$ cat src/rtl/seq_gen_1011.sv
// seq_gen_1011: emits bursts of the serial pattern 1011 with
// optional zero gaps, for driving a 1011 sequence detector.
module seq_gen_1011 #(
  parameter int CNT_W = 8
) (
  input  logic             clk_i,
  input  logic             clr_i,
  input  logic             start_i,
  input  logic [3:0]       num_i,
  input  logic [2:0]       gap_i,
  output logic             input_o,
  output logic             valid_o,
  output logic             busy_o,
  output logic             done_o,
  output logic [CNT_W-1:0] sent_cnt_o
);

  typedef enum logic [6:0] {
    S_IDLE = 7'b000_0001,
    S_P1   = 7'b000_0010,
    S_P0   = 7'b000_0100,
    S_P1B  = 7'b000_1000,
    S_P1C  = 7'b001_0000,
    S_GAP  = 7'b010_0000,
    S_FIN  = 7'b100_0000
  } state_t;

  state_t           r_state;
  logic [3:0]       r_rem;
  logic [2:0]       r_gap;
  logic [2:0]       r_gap_cnt;
  logic [CNT_W-1:0] r_sent_cnt;

  // Burst sequencer: state, remaining patterns, gap timer, pattern count
  always_ff @(posedge clk_i or posedge clr_i) begin
    if (clr_i) begin
      r_state    <= S_IDLE;
      r_rem      <= '0;
      r_gap      <= '0;
      r_gap_cnt  <= '0;
      r_sent_cnt <= '0;
    end else begin
      unique case (r_state)
        S_IDLE: begin
          if (start_i) begin
            if (num_i != 4'd0) begin
              r_rem   <= num_i;
              r_gap   <= gap_i;
              r_state <= S_P1;
            end else begin
              r_state <= S_FIN;
            end
          end
        end
        S_P1:  r_state <= S_P0;
        S_P0:  r_state <= S_P1B;
        S_P1B: r_state <= S_P1C;
        S_P1C: begin
          r_rem      <= r_rem - 4'd1;
          r_sent_cnt <= r_sent_cnt + 1'b1;
          if (r_rem == 4'd1) begin
            r_state <= S_FIN;
          end else if (r_gap == 3'd0) begin
            r_state <= S_P1;
          end else begin
            r_gap_cnt <= r_gap;
            r_state   <= S_GAP;
          end
        end
        S_GAP: begin
          // Count <=1 also guards against a stray zero load
          if (r_gap_cnt <= 3'd1) begin
            r_gap_cnt <= '0;
            r_state   <= S_P1;
          end else begin
            r_gap_cnt <= r_gap_cnt - 3'd1;
          end
        end
        S_FIN:   r_state <= S_IDLE;
        default: r_state <= S_IDLE;
      endcase
    end
  end

  // Moore outputs decoded straight from the one-hot state flops
  assign input_o    = (r_state == S_P1) | (r_state == S_P1B) |
                      (r_state == S_P1C);
  assign valid_o    = (r_state == S_P1) | (r_state == S_P0) |
                      (r_state == S_P1B) | (r_state == S_P1C) |
                      (r_state == S_GAP);
  assign busy_o     = (r_state != S_IDLE);
  assign done_o     = (r_state == S_FIN);
  assign sent_cnt_o = r_sent_cnt;

endmodule
$ cat config.mk
export PLATFORM = sky130hd
export DESIGN_NAME = seq_gen_1011
export DESIGN_NICKNAME = d
export VERILOG_FILES = /design/src/rtl/seq_gen_1011.sv
export SDC_FILE = /design/constraint.sdc
export NUM_CORES = 1
export LEC_CHECK = 0
export CORE_MARGIN = 8
export CORE_UTILIZATION = 50
export DETAILED_ROUTE_END_ITERATION = 6
export GPL_ROUTABILITY_DRIVEN = 0
export PLACE_DENSITY_LB_ADDON = 0.15
export SYNTH_ARGS = -nofsm -noshare
export SYNTH_HDL_FRONTEND = slang
export SYNTH_SLANG_ARGS = --single-unit
$ cat constraint.sdc
create_clock -name clk_i -period 2.1 [get_ports clk_i]
set_input_delay 0.21 -clock clk_i [delete_from_list [all_inputs] [get_ports clk_i]]
set_output_delay 0.21 -clock clk_i [all_outputs]
set_load 0.005 [all_outputs]
run_1/port_trees.png
Drawn at 6 px/um.
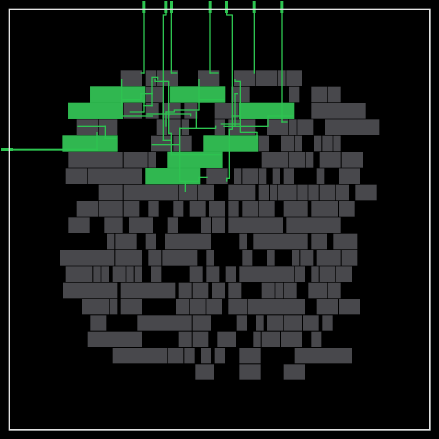
Key: sent_cnt_o = green [direction output, end cells 8, wire 286 um]
Port Buf Inserts: 21
# IOs: 22

run_1/clock_nets.png
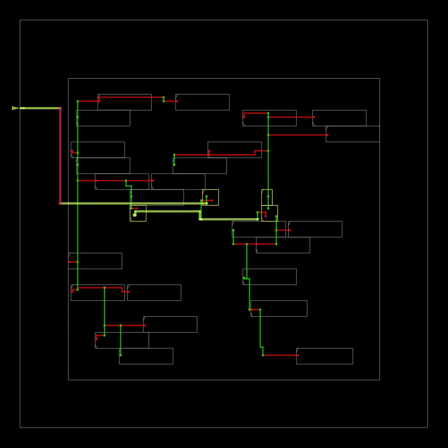
Post-Route Skew: 0.003001 ns
Clock buffer cells: 3

run_1/class_map.png
Drawn at 6 px/um. Fill, decap, tap and diode cells in gray.
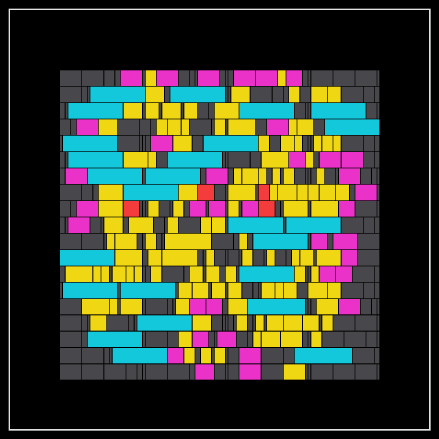
Key: clock drivers and dummy loads = red [cells 4, share of their area 1.6%]; registers = cyan [cells 25, share of their area 36%]; remaining logic cells = yellow [cells 115, share of their area 45%]; remaining buffers and delay cells = magenta [cells 36, share of their area 18%]

==> impl_metrics.csv, run 1 <==
group,metric,value,unit
run_status,status,"completed",
critical_path,cp-end-kind,"flip-flop",
yosys,yosysTopAreaCellShare,41.42,%
grt,busiest_layer,"met2",
final_layout,logic_gates,108,
yosys,ys_sh_xor,4.832,%
timing,hold_viol,0,
pwr,total_power,1.674,mW
place,place_area,1748,um^2
yosys,ys_area,1450,um^2
cts,clkSinkCount,25,
timing,maxSlewHeadroom,68.75,%
critical_path,slowest_stage,"or4_4",
pwr,ir_worst_vdd,0.0009050,V
final_layout,comb_area_share,42.17,%
pwr,pg_clk,0.213,mW
critical_path,r2r_end,"r_gap_cnt[0]$_DFFE_PP0P_",
job,drv_cap,0,
timing,holdWs,0.2139,ns
routing,first_pass_iters,4,
final_layout,flops,25,
final_layout,largest_register_ffs,8,
routing,wire_per_inst,15.63,um
timing,slew_violations,0,
cts,clk_pin_slew,0.13,ns
yosys,largest_area_cell,"dfrtp_1",
timing,worstMarginPinSlew,0.4652,ns
job,openroad.warnings,28,
yosys,yosysUniqueCellTypes,47,
place,pre_cts_slack,0.1585,ns
pwr,p_clk_share,12.7,%
final_layout,dominant_cells,"multi-input combinational cells",
critical_path,regToRegSetupSlack,0.1,ns
final_layout,comb_area,762.0,um^2
floorplan,die_w,69.86,um
yosys,edf_count,0,
floorplan,core,2758,um^2
routing,maxUsedRoutingLayer,"met4",
pwr,p_seq_share,43.0,%
pwr,powerSeq,0.719,mW
timing,setup_slack,0.09877,ns
yosys,syn-cell-area,1450,um^2
floorplan,num_rows,19,
final_layout,layout.cells.most_common,"dfrtp_1",
==> run 1: how the worst max path moves through the flow <==
stage          slack (ns)              startpoint                  endpoint  depth (start not counted)
2_1_floorplan        0.16  r_state[0]$_DFFE_PP1P_  r_gap_cnt[0]$_DFFE_PP0P_                          6
3_3_place_gp         0.20  r_state[4]$_DFFE_PP0P_                   valid_o                          4
3_5_place_dp         0.16  r_state[4]$_DFFE_PP0P_                   valid_o                          4
4_1_cts              0.04  r_state[5]$_DFFE_PP0P_                    done_o                          4
5_1_grt             0.003  r_state[1]$_DFFE_PP0P_                    done_o                          4
6_report              0.1  r_state[2]$_DFFE_PP0P_  r_gap_cnt[0]$_DFFE_PP0P_                          5
==> run 1 -> run 2 <==
Settings changed: SETUP_SLACK_MARGIN from default to 0.3.
run_2/class_map.png
Drawn at 6 px/um. Fill, decap, tap and diode cells in gray.
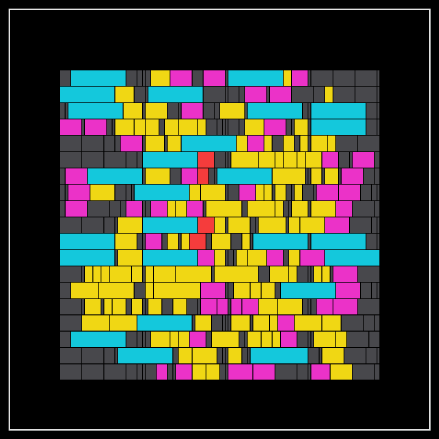
Key: registers = cyan [cells 25, share of their area 32%]; remaining logic cells = yellow [cells 115, share of their area 45%]; remaining buffers and delay cells = magenta [cells 47, share of their area 21%]; clock drivers and dummy loads = red [cells 4, share of their area 1.4%]

run_2/clock_wires.png
Drawn at 6 px/um.
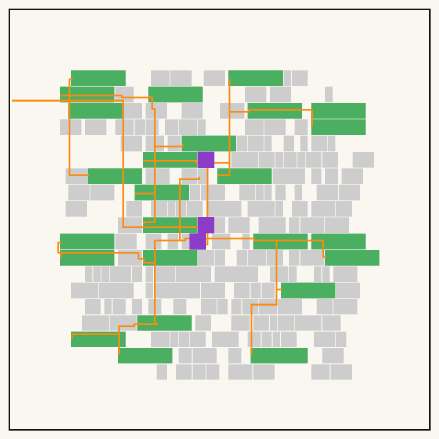
Key: flip-flops = green [count 25]; clock-net drivers = purple [count 3]; clock wires = orange [length 312 um]
There are 4 routed clock nets.
clk pwr: 0.219 mW
Latency at later pin: 0.32 ns
Post-Route Skew: 0.01015 ns
Clk pwr share: 11.8%

==> impl_metrics.csv, run 2 <==
group,metric,value,unit
run_status,status,"completed",
place,place_area,1748,um^2
timing,hold_viol,0,
routing,first_pass_iters,4,
yosys,ys_area,1450,um^2
critical_path,regToRegSetupSlack,0.18,ns
final_layout,dominant_cells,"multi-input combinational cells",
job,drv_cap,0,
final_layout,nFillCells,193,
yosys,yosysTopAreaCellShare,41.42,%
yosys,syn-cell-area,1450,um^2
critical_path,cp_top_family,"AND-OR/OR-AND gates",
place,pre_cts_slack,0.1660,ns
final_layout,comb_area_share,42.67,%
floorplan,core,2758,um^2
yosys,yosysUniqueCellTypes,47,
pwr,ir_worst_vdd,0.0006521,V
pwr,power_density,941.8,nW/um^2
final_layout,layout.cells.non_filler,222,
final_layout,flops,25,
job,openroad.warnings,31,
critical_path,cp_max_fo,10,
final_layout,layout.cells.most_common,"dfrtp_1",
yosys,avgSynthCellArea,9.798,um^2
final_layout,logic_gates,108,
floorplan,num_rows,19,
critical_path,cp-end-kind,"output port",
critical_path,slowest_stage,"dfrtp_1",
grt,antenna_found_initial,0,
final_layout,largest_register_ffs,8,
grt,grt_usage,14.28,%
floorplan,die_w,69.86,um
final_layout,comb_area,844.6,um^2
cts,cts_resized,23,
timing,maxSlewHeadroom,68.07,%
cts,clk_pin_slew,0.15,ns
place,portBuffers,21,
cts,clkSinkCount,25,
timing,worstMarginPinSlew,0.4753,ns
routing,maxUsedRoutingLayer,"met4",
yosys,edf_count,0,
yosys,ys_sh_xor,4.832,%
yosys,async_reset_ff_share,100.0,%
cts,cts_buffers,3,
yosys,largest_area_cell,"dfrtp_1",
timing,holdWs,0.2323,ns
final_layout,n_all_inverters,7,
final_layout,clkbuf_count,3,
critical_path,cp-startpoint,"r_state[3]$_DFFE_PP0P_",
grt,grt_pass1_vias,1277,
floorplan,dieArea,4880,um^2
floorplan,io_pins,22,
grt,grt_overflow_total,0,
yosys,synth-seq-cells,25,
routing,wire_per_inst,16.41,um
timing,setup_slack,0.1634,ns
timing,slew_violations,0,
routing,drt-vias-per-instance,5.865,
critical_path,path_class,"flip-flop to output port",
yosys,most_common_cell,"dfrtp_1",
pwr,total_power,1.864,mW
yosys,adder_share,4.314,%
## run 2: cell counts after synthesis
No cell type changed its count.
## run 2: path summary, 6_finish.rpt
check / to / cells after the start
max: valid_o / 5
min: r_state[6]$_DFFE_PP0P_ / 3
max reg2reg: sent_cnt_o[7]$_DFFE_PP0N_ / 6
min reg2reg: sent_cnt_o[5]$_DFFE_PP0N_ / 1
max in group asynchronous: r_state[0]$_DFFE_PP1P_ / 3
min in group clk_i: sent_cnt_o[5]$_DFFE_PP0N_ / 1
## run 2: power by group
part           switching [mW]  internal [mW]
Sequential              0.128          0.595
Combinational           0.437          0.485
Clock                   0.148         0.0712
## run 2: metal layers
layer  vias up  GRT usage, %
met2        42         23.55
met5         -             0
met3         6         2.825
met1       639         18.13
li1        615             -
met4         0         4.688
==> run 2 -> run 3 <==
Settings changed: CORE_UTILIZATION 50 to 41.
run_3/class_map.png
Drawn at 4 px/um. Fill, decap, tap and diode cells in gray.
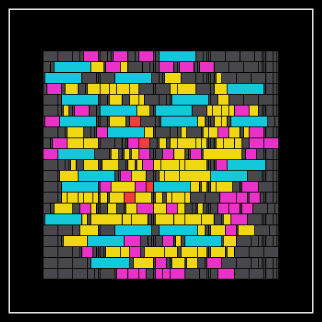
Key: remaining buffers and delay cells = magenta [cells 53, share of their area 23%]; clock drivers and dummy loads = red [cells 4, share of their area 1.4%]; registers = cyan [cells 25, share of their area 31%]; remaining logic cells = yellow [cells 115, share of their area 44%]

run_3/port_trees.png
Drawn at 4 px/um.
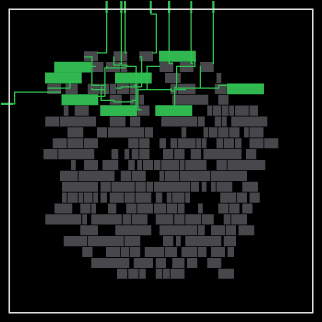
Key: sent_cnt_o = green [direction output, end cells 8, wire 272 um]

==> impl_metrics.csv, run 3 <==
group,metric,value,unit
run_status,status,"completed",
yosys,largest_area_cell,"dfrtp_1",
yosys,most_common_cell,"dfrtp_1",
critical_path,cp-end-kind,"output port",
final_layout,n_all_inverters,7,
critical_path,cp_num_cells,5,
pwr,total_power,1.899,mW
grt,use_met2,24.26,%
cts,cts_buffers,3,
pwr,ir_worst_vdd,0.0004696,V
routing,first_pass_iters,4,
grt,busiest_layer,"met2",
yosys,ys_sh_xor,4.832,%
final_layout,flops,25,
yosys,async_reset_ff_share,100.0,%
final_layout,layout.cells.non_filler,243,
grt,use_met3,2.237,%
timing,holdWs,0.1898,ns
routing,drt-vias-per-instance,5.453,
timing,setup_slack,0.2274,ns
yosys,yosysUniqueCellTypes,47,
grt,grt_usage,13.89,%
grt,grt_pass1_vias,1347,
place,pre_cts_slack,0.08957,ns
final_layout,comb_area,865.8,um^2
place,place_area,1767,um^2
floorplan,core,3363,um^2
cts,clk_pin_slew,0.14,ns
job,drv_cap,0,
grt,met1_usage,17.61,%
floorplan,num_rows,21,
final_layout,clkbuf_count,3,
cts,clkSinkCount,25,
cts,cts_resized,23,
final_layout,comb_area_share,41.94,%
floorplan,io_pins,22,
critical_path,slowest_stage,"dfrtp_1",
timing,fin_skew,0.002760,ns
final_layout,layout.cells.most_common,"buf_4",
yosys,ys_area,1450,um^2
final_layout,logic_gates,108,
timing,worstMarginPinSlew,0.5017,ns
yosys,edf_count,0,
final_layout,nFillCells,308,
critical_path,worstRegToRegCells,5,
floorplan,dieArea,5696,um^2
yosys,syn-cell-area,1450,um^2
yosys,avgSynthCellArea,9.798,um^2
critical_path,cp_max_fo,5,
grt,antenna_found_initial,0,
yosys,adder_share,4.314,%
job,openroad.warnings,31,
routing,wire_per_inst,15.76,um
final_layout,largest_register_ffs,8,
place,portBuffers,21,
## run 3: cell types whose count changed in the layout (fill, tap and decap cells not counted), moves of 2 or more
cell and delta:
nand2b_1 -2, dfrtp_2 +2, buf_4 +7, nand2b_4 +2, dfrtp_1 -2
## run 3: worst paths after layout
check	endpoint	slack, ns
max	valid_o	0.23
min	r_gap_cnt[1]$_DFFE_PP0P_	0.19
max reg2reg	r_gap_cnt[0]$_DFFE_PP0P_	0.28
min reg2reg	sent_cnt_o[7]$_DFFE_PP0N_	0.48
max in group asynchronous	r_rem[0]$_DFFE_PP0P_	1.32
min in group clk_i	sent_cnt_o[7]$_DFFE_PP0N_	0.48
## run 3: power by group
part,switching (mW),internal (mW)
clock network,0.150,0.0713
logic,0.452,0.506
registers,0.122,0.597

==> gallery <==
Metal 2.
Drawn at 6 px/um. Cells faint in the background.
(a)
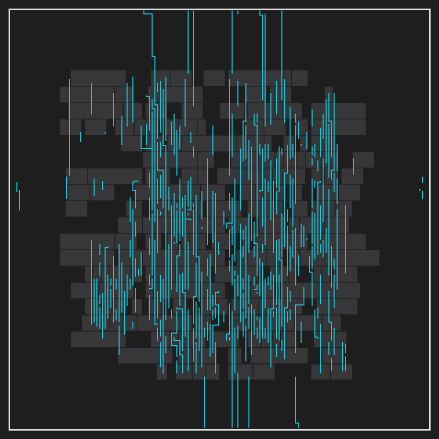
(b)
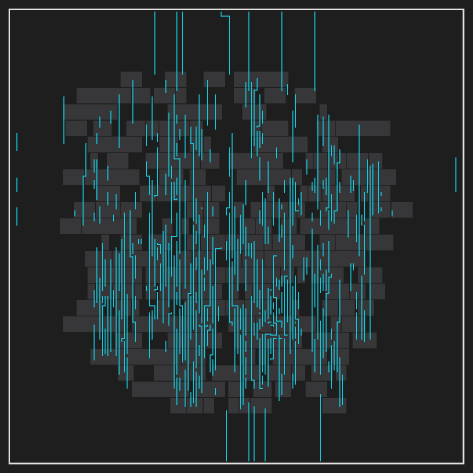
(a) is run 2.
(b) is run 3.
The one with the largest die is (b).

Key to (a):
The layer holds 49% of the routed length. The wires run mostly vertical. 184 nets have wire on it. The longest straight run is 29.1 um. The layer carries 1,800 um of wire.

Power and IR drop assume default switching activity.
